**config.mk**
```make
export PLATFORM = sky130hd
export DESIGN_NAME = load_store_unit
export DESIGN_NICKNAME = d
export VERILOG_FILES = /design/src/rtl/lsu_pkg.sv /design/src/rtl/lsu_byte_lane.sv /design/src/rtl/load_store_unit.sv
export SDC_FILE = /design/constraint.sdc
export NUM_CORES = 1
export LEC_CHECK = 0
export ABC_AREA = 1
export CAP_MARGIN = 20
export CORE_MARGIN = 10
export CORE_UTILIZATION = 50
export CTS_CLUSTER_DIAMETER = 40
export DETAILED_ROUTE_END_ITERATION = 8
export MAX_ROUTING_LAYER = met4
export PLACE_DENSITY = 0.89
export SYNTH_ARGS = -nofsm -noshare
export SYNTH_HDL_FRONTEND = slang
export SYNTH_HIERARCHICAL = 1
export SYNTH_SLANG_ARGS = --single-unit
```
**constraint.sdc**
```tcl
create_clock -name clk -period 3.2 [get_ports clk]
set_input_delay 0.8 -clock clk [delete_from_list [all_inputs] [get_ports clk]]
set_output_delay 0.8 -clock clk [all_outputs]
set_load 0.005 [all_outputs]
```
**src/rtl/lsu_pkg.sv**
```systemverilog
// Shared types and constants for the load/store unit.
package lsu_pkg;

  typedef enum logic [1:0] {
    ST_IDLE  = 2'd0,
    ST_READ  = 2'd1,
    ST_WRITE = 2'd2,
    ST_RESP  = 2'd3
  } lsu_state_e;

  localparam logic SIZE_BYTE = 1'b0;
  localparam logic SIZE_HALF = 1'b1;

  // A halfword must sit on an even byte address.
  function automatic logic is_misaligned(input logic size, input logic lane);
    return (size == SIZE_HALF) && lane;
  endfunction

endpackage

```
**src/rtl/lsu_byte_lane.sv**
```systemverilog
// Byte-lane datapath: little-endian lane extract with sign/zero extension, and store merge.
module lsu_byte_lane
  import lsu_pkg::*;
#(
  parameter int DATA_WIDTH = 16
) (
  input  logic [DATA_WIDTH-1:0] word,
  input  logic                  lane,
  input  logic                  size,
  input  logic                  zext,
  input  logic [7:0]            wbyte,
  output logic [DATA_WIDTH-1:0] load_data,
  output logic [DATA_WIDTH-1:0] merged
);

  logic [7:0] lane_byte_s;

  // Load path: select the addressed byte and extend it, halfwords pass through.
  always_comb begin
    lane_byte_s = lane ? word[15:8] : word[7:0];
    if (size == SIZE_HALF) begin
      load_data = word;
    end else if (zext) begin
      load_data = {{(DATA_WIDTH-8){1'b0}}, lane_byte_s};
    end else begin
      load_data = {{(DATA_WIDTH-8){lane_byte_s[7]}}, lane_byte_s};
    end
  end

  // Store path: replace only the addressed byte of the word read back.
  always_comb begin
    merged = word;
    if (lane) begin
      merged[15:8] = wbyte;
    end else begin
      merged[7:0] = wbyte;
    end
  end

endmodule

```
**src/rtl/load_store_unit.sv**
```systemverilog
// Load/store unit: one request at a time against a word-wide memory,
// with byte stores done as read-modify-write.
module load_store_unit
  import lsu_pkg::*;
#(
  parameter int ADDR_WIDTH = 8,
  parameter int DATA_WIDTH = 16
) (
  input  logic                  clk,
  input  logic                  rst_n,
  input  logic                  req_valid,
  output logic                  req_ready,
  input  logic                  req_we,
  input  logic                  req_size,
  input  logic                  req_unsigned,
  input  logic [ADDR_WIDTH:0]   req_addr,
  input  logic [DATA_WIDTH-1:0] req_wdata,
  output logic                  rsp_valid,
  input  logic                  rsp_ready,
  output logic [DATA_WIDTH-1:0] rsp_rdata,
  output logic                  rsp_err,
  output logic                  mem_WE,
  output logic [ADDR_WIDTH-1:0] mem_A,
  output logic [DATA_WIDTH-1:0] mem_WD,
  input  logic [DATA_WIDTH-1:0] mem_RD
);

  lsu_state_e            state_r, state_nxt_s;
  logic                  we_r, size_r, unsigned_r, err_r;
  logic [ADDR_WIDTH:0]   addr_r;
  logic [DATA_WIDTH-1:0] wdata_r, rd_word_r;
  logic [DATA_WIDTH-1:0] load_data_s, merged_s;

  lsu_byte_lane #(.DATA_WIDTH(DATA_WIDTH)) u_lane (
    .word      (rd_word_r),
    .lane      (addr_r[0]),
    .size      (size_r),
    .zext      (unsigned_r),
    .wbyte     (wdata_r[7:0]),
    .load_data (load_data_s),
    .merged    (merged_s)
  );

  // State register.
  always_ff @(posedge clk or negedge rst_n) begin
    if (!rst_n) begin
      state_r <= ST_IDLE;
    end else begin
      state_r <= state_nxt_s;
    end
  end

  // Next-state decode.
  always_comb begin
    state_nxt_s = state_r;
    case (state_r)
      ST_IDLE: begin
        if (!req_valid) begin
          state_nxt_s = ST_IDLE;
        end else if (is_misaligned(req_size, req_addr[0])) begin
          state_nxt_s = ST_RESP;
        end else if (req_we && (req_size == SIZE_HALF)) begin
          state_nxt_s = ST_WRITE;
        end else begin
          state_nxt_s = ST_READ;
        end
      end
      ST_READ:  state_nxt_s = we_r ? ST_WRITE : ST_RESP;
      ST_WRITE: state_nxt_s = ST_RESP;
      ST_RESP:  state_nxt_s = rsp_ready ? ST_IDLE : ST_RESP;
      default:  state_nxt_s = ST_IDLE;
    endcase
  end

  // Request capture on acceptance and read-data capture when leaving READ.
  always_ff @(posedge clk or negedge rst_n) begin
    if (!rst_n) begin
      we_r       <= 1'b0;
      size_r     <= SIZE_BYTE;
      unsigned_r <= 1'b0;
      err_r      <= 1'b0;
      addr_r     <= {(ADDR_WIDTH+1){1'b0}};
      wdata_r    <= {DATA_WIDTH{1'b0}};
      rd_word_r  <= {DATA_WIDTH{1'b0}};
    end else begin
      if ((state_r == ST_IDLE) && req_valid) begin
        we_r       <= req_we;
        size_r     <= req_size;
        unsigned_r <= req_unsigned;
        err_r      <= is_misaligned(req_size, req_addr[0]);
        addr_r     <= req_addr;
        wdata_r    <= req_wdata;
      end
      if (state_r == ST_READ) begin
        rd_word_r <= mem_RD;
      end
    end
  end

  // Outputs decode from registered state only; rst_n gates the two that must fall with reset.
  always_comb begin
    req_ready = 1'b0;
    rsp_valid = 1'b0;
    rsp_err   = 1'b0;
    rsp_rdata = {DATA_WIDTH{1'b0}};
    mem_WE    = 1'b0;
    mem_A     = {ADDR_WIDTH{1'b0}};
    mem_WD    = {DATA_WIDTH{1'b0}};
    case (state_r)
      ST_IDLE: req_ready = rst_n;
      ST_READ: mem_A = addr_r[ADDR_WIDTH:1];
      ST_WRITE: begin
        mem_WE = rst_n;
        mem_A  = addr_r[ADDR_WIDTH:1];
        mem_WD = (size_r == SIZE_HALF) ? wdata_r : merged_s;
      end
      ST_RESP: begin
        rsp_valid = 1'b1;
        rsp_err   = err_r;
        if (!err_r && !we_r) begin
          rsp_rdata = load_data_s;
        end else begin
          rsp_rdata = {DATA_WIDTH{1'b0}};
        end
      end
      default: req_ready = 1'b0;
    endcase
  end

endmodule

```
==> impl_metrics.json, run 1 <==
{
  "worst_clock_skew_ps": 10.4,
  "wl_met2_mm": 4.20,
  "top_cells_by_count": "175 x nand2_1, 51 x nor2_1, 47 x dfrtp_1",
  "finalHoldViolations": 0,
  "dpl_worst_slack_ps": 477,
  "wl_met1_mm": 3.70,
  "edf_count": 0,
  "internal_power_w": 0.00186,
  "fp_util": 0.521,
  "die_x_microns": 95.9,
  "status": "complete, no violations",
  "postSynthCellCount": 421,
  "worst_setup_path_end_kind": "output pin",
  "n_sequential_cell": 47,
  "crit_type": "register to output pin",
  "n_all_inverters": 48,
  "core_area_sq_um": 5540,
  "switching_power_w": 0.00152,
  "max_slew_margin": 0.526,
  "antenna_found_initial": 0,
  "warning_count": 30,
  "top_area_cell": "dfrtp_1",
  "hp-class": "primary input to asynchronous set/reset pin",
  "combinationalPower_w": 0.00179,
  "viasPerCell": 4.94,
  "p_leak_nw": 2.02,
  "fmax_mhz": 329,
  "postRouteAntennaNets": 0,
  "finalClockPeriodUsage": 0.951,
  "total_power_w": 0.00338,
  "yosys-top-cells-area": "dfrtp_1 41%, nand2_1 23%, nor2_1 6.6%",
  "synth_simple_gate_area_share": 0.367,
  "clk-insertion-delay-late_ps": 300,
  "syn2layout_area_growth_pct": 34.1,
  "seq_area_frac_synth": 0.408,
  "seq_area_sq_um": 1180,
  "cts_tree": "built",
  "placedCellCount": 569,
  "worstSetupEndpoint": "rsp_rdata[1]",
  "slew_viol_final": 0,
  "arrival_ps": 2240,
  "n_clock_buffer": 5,
  "grt_pass1_vias": 2857,
  "maxCapViolCount": 0,
  "reg2reg_to": "size_r$_DFFE_PN0P_",
  "p_clk_frac": 0.127,
  "ios": 92,
  "drive_gt1_frac": 0.0714,
  "r2r-start": "state_r[1]$_DFF_PN0_",
  "syn_area_sq_um": 2880,
  "critical_path.top_delay_family": "flip-flops",
  "diodes": 0,
  "rr_worst_depth": 6,
  "synth_flops": 47,
  "cts_num_sinks": 47,
  "drt-initial-drc-count": 149,
  "fp-row-count": 27,
  "synth.distinct_cells": 22,
  "setup_viol": 0,
  "logic_family": "simple AND/OR/NAND/NOR gates",
  "fin_area_sq_um": 3870,
  "irDropWorstVdd_uv": 490,
  "ys.flop_type": "dfrtp_1",
  "combAreaFraction": 0.347,
  "async_flop_share": 1.00,
  "crit_buf_inv": 3,
  "ys_warn_count": 6,
  "area_share_nonclk_buffers": 0.248,
  "cts_root_buf": "clkbuf_8",
  "cts_setup_buffers": 0,
  "p_per_area_nw_per_um2": 874,
  "ys_area_sq_um": 2880,
  "seq_share": 0.304,
  "largest_cell_class": "multi-input combinational cells",
  "track_usage": 0.196,
  "combPwrFrac": 0.530,
  "drtPass1Iterations": 5,
  "hold_buffers": 0,
  "fin_util": 0.698,
  "lay_top_count": "nand2_1",
  "required_ps": 2400,
  "slowest_delay_ps": 810,
  "seq_power_w": 0.00116,
  "post-synth-top-area-fraction": 0.408,
  "clock_path_buffers": 2,
  "adder_share": 0.0217,
  "cp_max_fo": 18,
  "worstPathCellList": "inv_8 -> nand2_4 -> nand2_1 -> o21ai_2 -> inv_1 -> nor2_1 -> clkdlybuf4s50_1",
  "fp_nets": 474,
  "wire_per_inst_microns": 14.7,
  "buffers": 98,
  "grt_max_degree": 34,
  "nNetsFinal": 557,
  "fin_cells": 576,
  "cp-startpoint": "size_r$_DFFE_PN0P_",
  "fp.dieH_microns": 95.9,
  "holdWs_ps": 345,
  "met3_length_microns": 571,
  "n_fill_cell": 470,
  "cp_slowest_cell": "dfrtp_1",
  "gp_congestion": 0.900,
  "synth.avg_cell_area_sq_um": 6.85,
  "port-buffer-count": 91,
  "power_leader": "combinational cells",
  "drc": 0,
  "clk_pin_slew_ps": 90,
  "dieArea_sq_um": 9210,
  "rsz0062_at_grt": "false",
  "muxShareOfSynthArea": 0,
  "tightest_slew_ps": 712,
  "h-tree-depth": 2,
  "comb_area_sq_um": 1340,
  "reg2reg_slack_ps": 1470,
  "grt-ovfl-total": 0,
  "yosysMostFrequentCell": "nand2_1",
  "top_layer": "met4",
  "xor_share": 0,
  "cts_made_buffers": 5,
  "layout_top_cells": "175 x nand2_1, 90 x clkdlybuf4s50_1, 51 x nor2_1",
  "cts_resized": 0
}
Run 1, signal wires on met1:
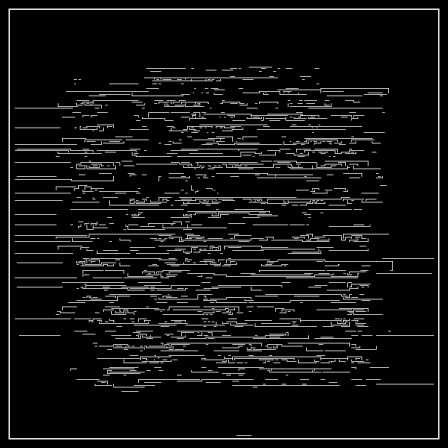
- share of all routed wire: 44%
- main direction: horizontal
- nets with wire on the layer: 496
- longest straight run: 29.9 microns
- wire length on this layer: 3700 microns
Routed WL: 8.48 mm
met1 GRT Util: 0.235
DR vias: 2843

Run 1, met2 routing:
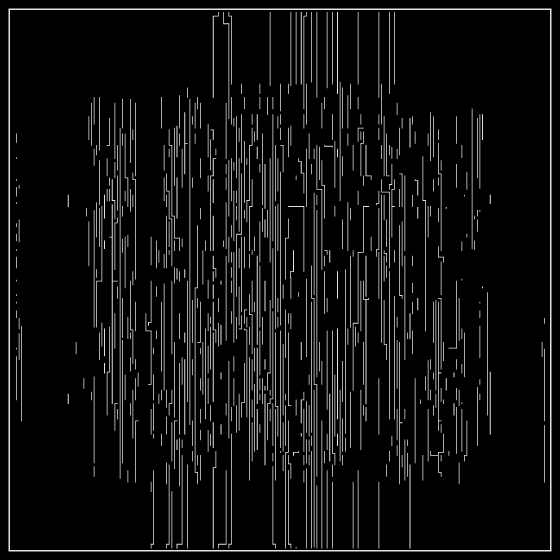
- main direction: vertical
- wire length on this layer: 4200 microns
- longest straight run: 62.2 microns

Run 1, metal 3:
Scale bar: 20 microns. Cells faint in the background.
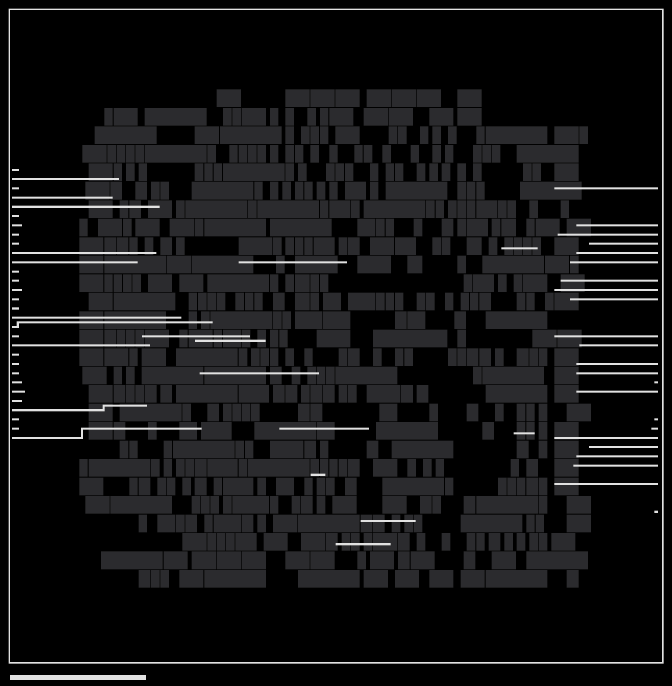
- share of all routed wire: 6.7%
- longest straight run: 28.5 microns
- main direction: horizontal
M3 GR Usage: 0.0521

Run 1, routing congestion map:
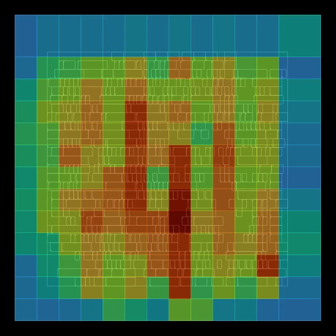

--- run 2 (diff from run 1) ---
--- a/config.mk
+++ b/config.mk
@@ -6,11 +6,13 @@
 export NUM_CORES = 1
 export LEC_CHECK = 0
 export ABC_AREA = 1
-export CAP_MARGIN = 20
+export CAP_MARGIN = 15
+export CORE_ASPECT_RATIO = 1.1
 export CORE_MARGIN = 10
 export CORE_UTILIZATION = 50
 export CTS_CLUSTER_DIAMETER = 40
 export DETAILED_ROUTE_END_ITERATION = 8
+export GPL_TIMING_DRIVEN = 0
 export MAX_ROUTING_LAYER = met4
 export PLACE_DENSITY = 0.89
 export SYNTH_ARGS = -nofsm -noshare
Run 2, routing congestion map:
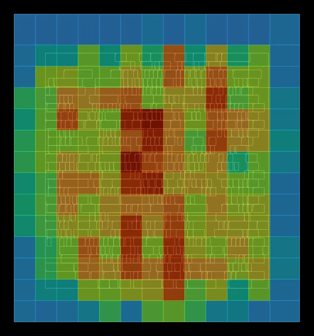
WL per Instance: 14.0 microns
M2 GR Usage: 0.317
M3 GR Usage: 0.0451

Run 2, metal 3:
Scale bar: 20 microns. Cells faint in the background.
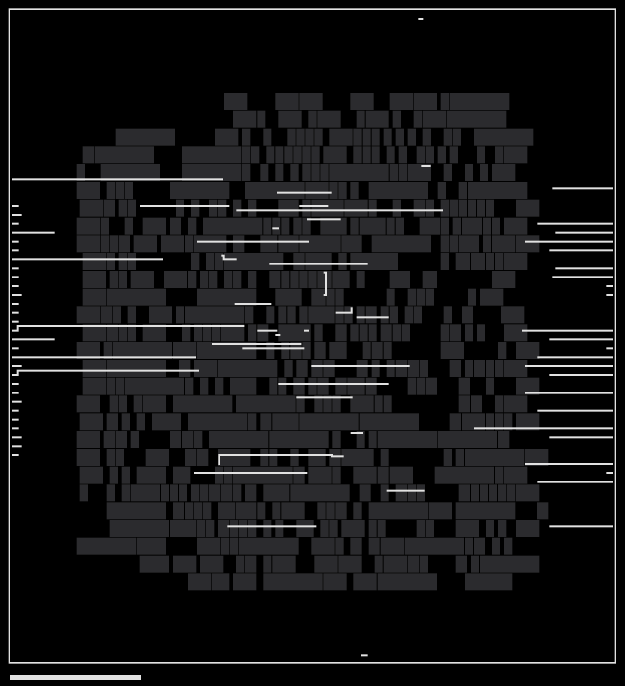
- main direction: horizontal
- share of all routed wire: 7.6%
- longest straight run: 34.5 microns
- nets with wire on the layer: 71
DR vias: 2877
Routed WL: 8.29 mm

==> run 2 against run 1 <==
  * Clock power decreased by 21%
  * Clock skew down 2.9 ps
  * Hold slack improved by 59 ps
  * Cell area up 2.6%
  * Final cell count increased by 3.0%
  * Synthesized area did not move
==> impl_metrics.json, run 2 <==
{
  "setup_viol": 0,
  "dpl_worst_slack_ps": 346,
  "edf_count": 0,
  "p_leak_nw": 2.09,
  "combinationalPower_w": 0.00194,
  "seq_area_sq_um": 1180,
  "reg2reg_to": "rd_word_r[8]$_DFFE_PN0P_",
  "p_per_area_nw_per_um2": 856,
  "xor_share": 0,
  "combAreaFraction": 0.338,
  "yosysMostFrequentCell": "nand2_1",
  "hold_buffers": 0,
  "worst_setup_path_end_kind": "output pin",
  "critical_path.top_delay_family": "buffers and inverters",
  "drt-initial-drc-count": 179,
  "syn2layout_area_growth_pct": 37.7,
  "warning_count": 30,
  "cts_made_buffers": 5,
  "n_all_inverters": 48,
  "logic_family": "simple AND/OR/NAND/NOR gates",
  "holdWs_ps": 404,
  "worstSetupEndpoint": "mem_WD[8]",
  "worstPathCellList": "inv_1 -> ha_1 -> buf_2 -> o21ai_0 -> nor2_1 -> clkdlybuf4s50_1",
  "fp_util": 0.524,
  "dieArea_sq_um": 9210,
  "reg2reg_slack_ps": 1800,
  "combPwrFrac": 0.569,
  "n_fill_cell": 466,
  "comb_area_sq_um": 1340,
  "top_cells_by_count": "175 x nand2_1, 51 x nor2_1, 47 x dfrtp_1",
  "post-synth-top-area-fraction": 0.408,
  "top_layer": "met4",
  "cts_setup_buffers": 0,
  "fp_nets": 474,
  "nNetsFinal": 572,
  "area_share_nonclk_buffers": 0.274,
  "required_ps": 2400,
  "finalClockPeriodUsage": 0.934,
  "fin_area_sq_um": 3970,
  "syn_area_sq_um": 2880,
  "port-buffer-count": 90,
  "n_clock_buffer": 5,
  "fin_util": 0.722,
  "maxCapViolCount": 0,
  "ys_area_sq_um": 2880,
  "placedCellCount": 587,
  "internal_power_w": 0.00188,
  "cp-startpoint": "state_r[0]$_DFF_PN0_",
  "cp_max_fo": 10,
  "irDropWorstVdd_uv": 617,
  "postRouteAntennaNets": 0,
  "slowest_delay_ps": 520,
  "top_area_cell": "dfrtp_1",
  "status": "complete, no violations",
  "cts_resized": 0,
  "cts_tree": "built",
  "synth.distinct_cells": 22,
  "hp-class": "primary input to asynchronous set/reset pin",
  "rsz0062_at_grt": "false",
  "largest_cell_class": "multi-input combinational cells",
  "async_flop_share": 1.00,
  "lay_top_count": "nand2_1",
  "gp_congestion": 0.852,
  "antenna_found_initial": 0,
  "seq_power_w": 0.00113,
  "arrival_ps": 2190,
  "synth_simple_gate_area_share": 0.367,
  "synth_flops": 47,
  "wl_met2_mm": 4.14,
  "fin_cells": 593,
  "h-tree-depth": 2,
  "cp_slowest_cell": "clkdlybuf4s50_1",
  "grt_pass1_vias": 2895,
  "tightest_slew_ps": 377,
  "cts_num_sinks": 47,
  "synth.avg_cell_area_sq_um": 6.85,
  "fp-row-count": 28,
  "met3_length_microns": 634,
  "track_usage": 0.185,
  "drc": 0
}
Run 2, signal wires on met1:
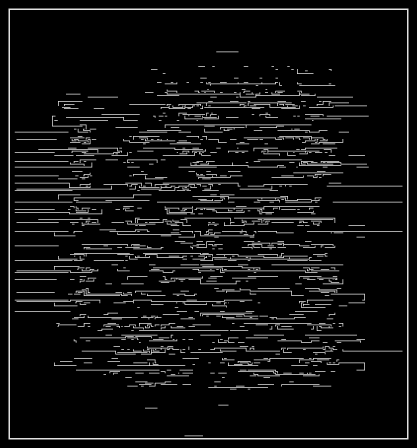
- main direction: horizontal
- nets with wire on the layer: 508

Power and IR drop assume default switching activity.
